$ cat src/rtl/hour_chime_gen_if.sv
// hour_chime_gen_if
//   Bundles the BCD time bus, chime controls and chime status between the
//   time counters (master side) and the hourly chime generator (slave side).
//   Signals:
//     hour, minute, second : BCD time of day
//     en                   : chime enable
//     day_set              : 1 = 24 h pulse count, 0 = 12 h pulse count
//     hour_alarm           : chime pulse train
//     busy                 : train in progress
//     last                 : pulses remaining, including the current one
//     hour_out_tmp         : pulse total of the current / most recent train
interface hour_chime_gen_if;
  logic [7:0] hour;
  logic [7:0] minute;
  logic [7:0] second;
  logic       en;
  logic       day_set;
  logic       hour_alarm;
  logic       busy;
  logic [4:0] last;
  logic [4:0] hour_out_tmp;

  modport master (
    output hour, minute, second, en, day_set,
    input  hour_alarm, busy, last, hour_out_tmp
  );

  modport slave (
    input  hour, minute, second, en, day_set,
    output hour_alarm, busy, last, hour_out_tmp
  );
endinterface

$ cat src/rtl/hour_chime_gen.sv
// hour_chime_gen
//   Hourly chime generator. On each hour boundary (and optionally at half
//   past) it emits a train of pulses whose count equals the hour, with
//   programmable pulse/gap lengths and an optional quiet-hours window.
//   Ports:
//     clk_1hz : single clock, all state on the rising edge
//     cr      : asynchronous active-low reset
//     bus     : slave side of hour_chime_gen_if (time in, chime status out)
module hour_chime_gen #(
  parameter int unsigned ON_CYCLES   = 1,
  parameter int unsigned OFF_CYCLES  = 1,
  parameter bit          HALF_EN     = 1'b1,
  parameter bit          QUIET_EN    = 1'b0,
  parameter int unsigned QUIET_START = 22,
  parameter int unsigned QUIET_END   = 7
) (
  input  logic             clk_1hz,
  input  logic             cr,
  hour_chime_gen_if.slave  bus
);

  localparam int unsigned MAX_CYC = (ON_CYCLES > OFF_CYCLES) ? ON_CYCLES : OFF_CYCLES;
  localparam int unsigned PW      = (MAX_CYC < 2) ? 1 : $clog2(MAX_CYC);
  localparam logic [PW-1:0] ON_LAST  = PW'(ON_CYCLES - 1);
  localparam logic [PW-1:0] OFF_LAST = PW'(OFF_CYCLES - 1);
  localparam logic [7:0]    QS       = 8'(QUIET_START);
  localparam logic [7:0]    QE       = 8'(QUIET_END);

  typedef enum logic [1:0] {IDLE = 2'd0, ON = 2'd1, OFF = 2'd2} state_t;

  state_t        state_r, state_s;
  logic [PW-1:0] phase_r, phase_s;
  logic [4:0]    last_r, last_s;
  logic [4:0]    total_r, total_s;
  logic          alarm_r, alarm_s;
  logic          busy_r, busy_s;
  logic          prev_match_r;

  logic       hour_match_s, half_match_s, match_s, trigger_s;
  logic [7:0] h_s;
  logic [4:0] h5_s, h12_s, n_s;
  logic       valid_s, quiet_s, fire_s;

  assign hour_match_s = (bus.minute == 8'h00) && (bus.second == 8'h00);
  assign half_match_s = HALF_EN && (bus.minute == 8'h30) && (bus.second == 8'h00);
  assign match_s      = hour_match_s || half_match_s;
  assign trigger_s    = match_s && !prev_match_r;

  // Binary hour; nibbles above 9 are rejected by valid_s, not here.
  assign h_s     = ({4'd0, bus.hour[7:4]} * 8'd10) + {4'd0, bus.hour[3:0]};
  assign valid_s = (bus.hour[7:4] <= 4'd9) && (bus.hour[3:0] <= 4'd9) && (h_s <= 8'd23);
  // Only meaningful once valid_s holds, when h fits in 5 bits.
  assign h5_s    = h_s[4:0];
  assign h12_s   = (h5_s >= 5'd12) ? (h5_s - 5'd12) : h5_s;

  // Window wraps past midnight when START > END; START == END is empty.
  assign quiet_s = QUIET_EN && (
                     (QS < QE) ? ((h_s >= QS) && (h_s < QE)) :
                     (QS > QE) ? ((h_s >= QS) || (h_s < QE)) : 1'b0);

  // Pulse count for the trigger: half-hour is always a single chime.
  always_comb begin
    n_s = 5'd1;
    if (hour_match_s) begin
      if (bus.day_set) begin
        n_s = (h5_s == 5'd0) ? 5'd24 : h5_s;
      end else begin
        n_s = (h12_s == 5'd0) ? 5'd12 : h12_s;
      end
    end else begin
      n_s = 5'd1;
    end
  end

  assign fire_s = trigger_s && bus.en && valid_s && !quiet_s;

  // Next-state and next-output logic for the IDLE/ON/OFF pulse sequencer.
  always_comb begin
    state_s = state_r;
    phase_s = phase_r;
    last_s  = last_r;
    total_s = total_r;
    alarm_s = alarm_r;
    busy_s  = busy_r;
    case (state_r)
      IDLE: begin
        if (fire_s) begin
          state_s = ON;
          phase_s = '0;
          last_s  = n_s;
          total_s = n_s;
          alarm_s = 1'b1;
          busy_s  = 1'b1;
        end else begin
          state_s = IDLE;
        end
      end
      ON: begin
        if (!bus.en) begin
          state_s = IDLE;
          phase_s = '0;
          last_s  = 5'd0;
          alarm_s = 1'b0;
          busy_s  = 1'b0;
        end else if (phase_r == ON_LAST) begin
          state_s = OFF;
          phase_s = '0;
          alarm_s = 1'b0;
        end else begin
          phase_s = phase_r + PW'(1);
        end
      end
      OFF: begin
        if (!bus.en) begin
          state_s = IDLE;
          phase_s = '0;
          last_s  = 5'd0;
          alarm_s = 1'b0;
          busy_s  = 1'b0;
        end else if (phase_r == OFF_LAST) begin
          phase_s = '0;
          if (last_r == 5'd1) begin
            state_s = IDLE;
            last_s  = 5'd0;
            busy_s  = 1'b0;
          end else begin
            state_s = ON;
            last_s  = last_r - 5'd1;
            alarm_s = 1'b1;
          end
        end else begin
          phase_s = phase_r + PW'(1);
        end
      end
      default: begin
        state_s = IDLE;
        phase_s = '0;
        last_s  = 5'd0;
        alarm_s = 1'b0;
        busy_s  = 1'b0;
      end
    endcase
  end

  // State, counters, match history and registered outputs.
  always_ff @(posedge clk_1hz or negedge cr) begin
    if (!cr) begin
      state_r      <= IDLE;
      phase_r      <= '0;
      last_r       <= 5'd0;
      total_r      <= 5'd0;
      alarm_r      <= 1'b0;
      busy_r       <= 1'b0;
      prev_match_r <= 1'b0;
    end else begin
      state_r      <= state_s;
      phase_r      <= phase_s;
      last_r       <= last_s;
      total_r      <= total_s;
      alarm_r      <= alarm_s;
      busy_r       <= busy_s;
      prev_match_r <= match_s;
    end
  end

  assign bus.hour_alarm   = alarm_r;
  assign bus.busy         = busy_r;
  assign bus.last         = last_r;
  assign bus.hour_out_tmp = total_r;

endmodule

$ cat src/flat_wrapper.sv
// flat-port wrapper written by rule: the top's interface ports become plain ports
module hour_chime_gen_flat 
#(
  parameter int unsigned ON_CYCLES   = 1,
  parameter int unsigned OFF_CYCLES  = 1,
  parameter bit          HALF_EN     = 1'b1,
  parameter bit          QUIET_EN    = 1'b0,
  parameter int unsigned QUIET_START = 22,
  parameter int unsigned QUIET_END   = 7
)
  (clk_1hz, cr, bus_hour, bus_minute, bus_second, bus_en, bus_day_set, bus_hour_alarm, bus_busy, bus_last, bus_hour_out_tmp);
  hour_chime_gen_if bus_i ();
  input  logic clk_1hz;
  input  logic cr;
  input wire logic [$bits(bus_i.hour)-1:0] bus_hour;
  input wire logic [$bits(bus_i.minute)-1:0] bus_minute;
  input wire logic [$bits(bus_i.second)-1:0] bus_second;
  input wire logic [$bits(bus_i.en)-1:0] bus_en;
  input wire logic [$bits(bus_i.day_set)-1:0] bus_day_set;
  output wire logic [$bits(bus_i.hour_alarm)-1:0] bus_hour_alarm;
  output wire logic [$bits(bus_i.busy)-1:0] bus_busy;
  output wire logic [$bits(bus_i.last)-1:0] bus_last;
  output wire logic [$bits(bus_i.hour_out_tmp)-1:0] bus_hour_out_tmp;
  assign bus_i.hour = bus_hour;
  assign bus_i.minute = bus_minute;
  assign bus_i.second = bus_second;
  assign bus_i.en = bus_en;
  assign bus_i.day_set = bus_day_set;
  assign bus_hour_alarm = bus_i.hour_alarm;
  assign bus_busy = bus_i.busy;
  assign bus_last = bus_i.last;
  assign bus_hour_out_tmp = bus_i.hour_out_tmp;
  hour_chime_gen #(.ON_CYCLES(ON_CYCLES), .OFF_CYCLES(OFF_CYCLES), .HALF_EN(HALF_EN), .QUIET_EN(QUIET_EN), .QUIET_START(QUIET_START), .QUIET_END(QUIET_END)) u_core (.clk_1hz(clk_1hz), .cr(cr), .bus(bus_i));
endmodule
$ cat config.mk
export PLATFORM = sky130hd
export DESIGN_NAME = hour_chime_gen_flat
export DESIGN_NICKNAME = d
export VERILOG_FILES = /design/src/rtl/hour_chime_gen_if.sv /design/src/rtl/hour_chime_gen.sv /design/src/flat_wrapper.sv
export SDC_FILE = /design/constraint.sdc
export NUM_CORES = 1
export LEC_CHECK = 0
export CAP_MARGIN = 20
export CORE_MARGIN = 3
export CORE_UTILIZATION = 35
export CTS_CLUSTER_DIAMETER = 80
export CTS_CLUSTER_SIZE = 40
export DETAILED_ROUTE_END_ITERATION = 8
export GPL_ROUTABILITY_DRIVEN = 0
export GPL_TIMING_DRIVEN = 0
export HOLD_SLACK_MARGIN = 0.05
export PLACE_DENSITY = 0.67
export SLEW_MARGIN = 20
export SYNTH_ARGS = -nofsm -noshare
export SYNTH_HDL_FRONTEND = slang
export SYNTH_SLANG_ARGS = --single-unit
$ cat constraint.sdc
create_clock -name clk_1hz -period 1.9 [get_ports clk_1hz]
set_input_delay 0.38 -clock clk_1hz [delete_from_list [all_inputs] [get_ports clk_1hz]]
set_output_delay 0.38 -clock clk_1hz [all_outputs]
set_load 0.03 [all_outputs]
Placed cells, one color a class:
Drawn at 8 px/um.
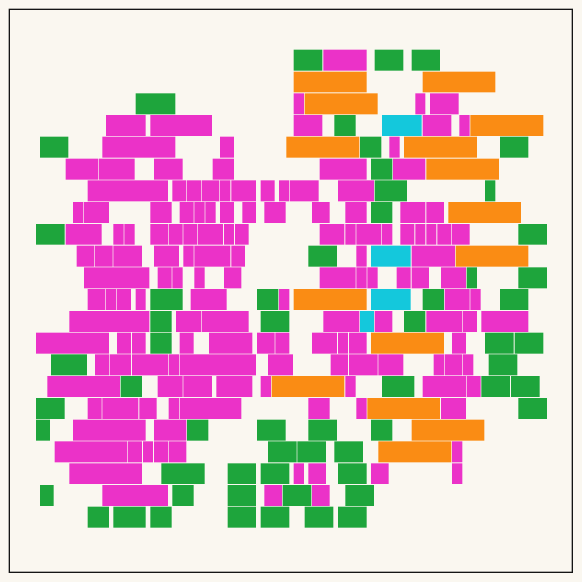
[other buffers and delay cells] green | cells: 59 | share of their area: 24%
[clock drivers and dummy loads] cyan | cells: 4 | share of their area: 2.1%
[flip-flops] orange | cells: 15 | share of their area: 17%
[all other logic] magenta | cells: 150 | share of their area: 57%
area of all placed cells without fillers: 0.00231 sq mm
row cnt: 22
Finished Core Util: 60.3%

The clock network:
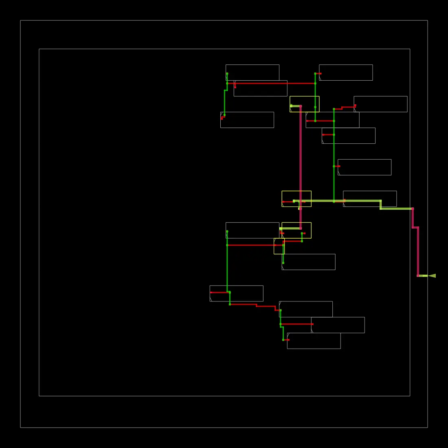
Power Clock: 257 uW
Insertion Delay late pin: 250 ps

M3 wires:
Drawn at 6 px/um.
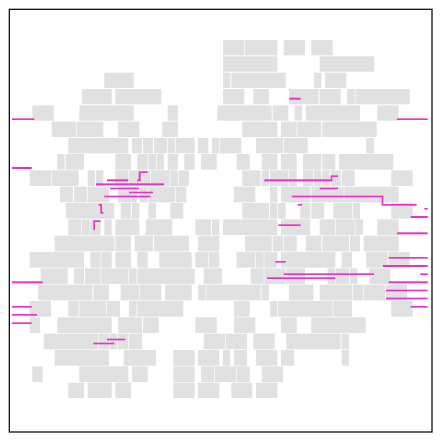
longest straight run: 14.9 um
nets with wire on the layer: 33
wire length on this layer: 182 um
total wire length after detailed routing: 4310 um
Global Route met3 Usage: 1.87%

==> reports/notes.md <==
The flow ran to the end, but the final reports show violations. The checks that failed: setup timing. The violation tally recorded at the end of detailed-routing iteration 0 is 111.

The largest driver fanout on the critical path is 7. The number of synthesized register bits came out at 15. Count of final setup violators: 13. For reference, compound AND-OR and OR-AND cells occupy 24.5% of the area reported after synthesis.

Per the CTS log, the buffer count on the longest clock path is 2. In the final report, the number of pins over their slew limit comes to 0. The tools report the post-layout instance count excluding filler cells as 276. Counting flops with a built-in enable in the synthesized netlist gives 0. The largest family of logic cells by area is AND-OR/OR-AND gates. The number of top-level pins is 40.

The number of synthesis warnings is 0, and the switching portion of total power is 34.4%. The tool warning count for the run is 32. The layout cell share with drive strength beyond 1 was 26.8%; the headroom to the max-slew limit was 53.8%.

For the cell count after synthesis, the log shows 168. Ranked by instance count, the synthesized netlist is headed by dfrtp_1 (15), inv_1 (15), nor2_1 (13). The CTS clock-pin slew for the worst setup and hold paths is 60 ps. The category of the worst setup path launch point was an input pin.

The share of total power dissipated in combinational logic is 47.2%. The setup slack after layout was -975 ps. Counting stages on the worst path, the most repeated cell is ha_4.

The run gives 2880 ps for the minimum clock period. With the final hold violation count at 0, the count of cells along the worst hold path is 1. From synthesis to final layout, the design area changed by 59.9%. The number of antenna violations at the first check in global routing is 0, and the pre-CTS worst setup slack is -1910 ps. The critical path endpoint category was a register. Cell type with the highest aggregate area in the netlist: dfrtp_1.

Per the OpenROAD floorplan log, the width of the die is 70.2 um. Including well taps, the total number of placed cells is 255. Note that the worst hold path type here is register to register.

The report lists the cells along the critical path as buf_8, ha_4, ha_4, fa_2, nand2b_1, or4_4, a31oi_4, o2111ai_4, nor3_4, mux2_4. In the synthesized netlist the async set-or-reset flop fraction comes to 100%. Per the synth stats, the flop cell with the highest instance count is dfrtp_1. Summing the areas of all xor and xnor instances in the mapped netlist gives 3.64% of the synthesized area. The launch point of the critical path is bus_hour[7].

The routed design shows a via density per instance of 5.63. The timing report shows that the slowest cell on the worst path is or4_4. With the half-perimeter wire length after placement at 3160 um, the sequential area share after synthesis is 26.0%. For this sky-water flow run, the detailed-routed wirelength per cell is reported as 15.6 um. The power density of the placed cells came out at 473 mW/mm^2.
## worst reg2reg max path, cell delays in order (launching register included)
cell and delay, ps:
dfrtp_1 340, clkbuf_1 440, inv_1 180, nor3_1 400, nand2_1 260, o22ai_1 230, nand2b_1 80, mux2i_1 130
## sequential cells by signal (all words and copies together) (netlist names)
name                     flops
u_core.bus.hour_out_tmp      5
u_core.bus.last              5
u_core.state_r               2
u_core.bus.busy              1
u_core.bus.hour_alarm        1
u_core.prev_match_r          1
## layout by cell type, fill, tap and decap left out, drive strengths merged, types with 3 or more instances in the layout
master / n
clkdlybuf4s50: 33
buf: 21
inv: 16
dfrtp: 15
nor2: 13
ha: 12
nand2: 11
o21ai: 10
a21oi: 8
nand3: 7
clkbuf: 7
mux2i: 6
nor4: 6
nand2b: 5
nor3: 4
xor2: 4
and3: 3
a221oi: 3
a31oi: 3
## per-layer routing
metal	share of wire (%)	GRT usage, %
met1	40	19.8
met2	55	32.3
met5	0	0
met4	0.77	5.11
met3	4.2	1.87
## kinds of logic (layout without fill, tap and decap cells)
group,Yosys count,count (layout)
and+or+nand+nor,60,60
AOI/OAI and AO/OA,47,47
buffers and inverters,19,79
DFF,15,15
adders and majority gates,14,14
muxes,7,7
xor gates and xnor gates,6,6
## power by group through the flow
stage	clock (uW)	combinational, uW	sequential, uW
final	257	515	320
after global routing	276	563	319
after CTS	257	437	320
after detailed placement	0	392	325
after global placement	0	373	325
after floorplan	0	260	325
## layout make-up
class	instances	area [sq um]	share of cell area [%]
Clock inverter	1	5.00	0.217
Clock buffer	3	41.3	1.79
Inverter	16	62.6	2.71
Buffer	3	21.3	0.922
Sequential cell	15	375	16.3
Timing Repair Buffer	56	526	22.8
Tap cell	48	60.1	2.60
Multi-Input combinational cell	134	1220	52.7
## metrics by stage
step | utilization, % | TNS (ps) | power, uW
finish | 60.3 | -11820 | 1090
detailed placement | 51.2 | -22190 | 717
global route | 60.3 | -13070 | 1160
floorplan | - | -10630 | 585
global placement | 51.2 | -21280 | 698
CTS | 56.2 | -12050 | 1010
## how the worst max path moves through the flow
stage                                       to  slack, ps
floorplan           u_core.bus.hour_out_tmp[2]      -1030
global placement    u_core.bus.hour_out_tmp[2]      -1850
detailed placement  u_core.bus.hour_out_tmp[2]      -1910
CTS                 u_core.bus.hour_out_tmp[2]       -970
global route        u_core.bus.hour_out_tmp[0]      -1080
finish              u_core.bus.hour_out_tmp[2]       -980
## what timing repair did
action / in CTS / in global routing
pin swaps: 13 / 12
endpoints found under the setup margin: 13 / 13
gates resized: 36 / 24
setup buffers: 11 / 6
cloned: 0 / 0
endpoints found under the hold margin: 0 / 0
Power and IR drop assume default switching activity.
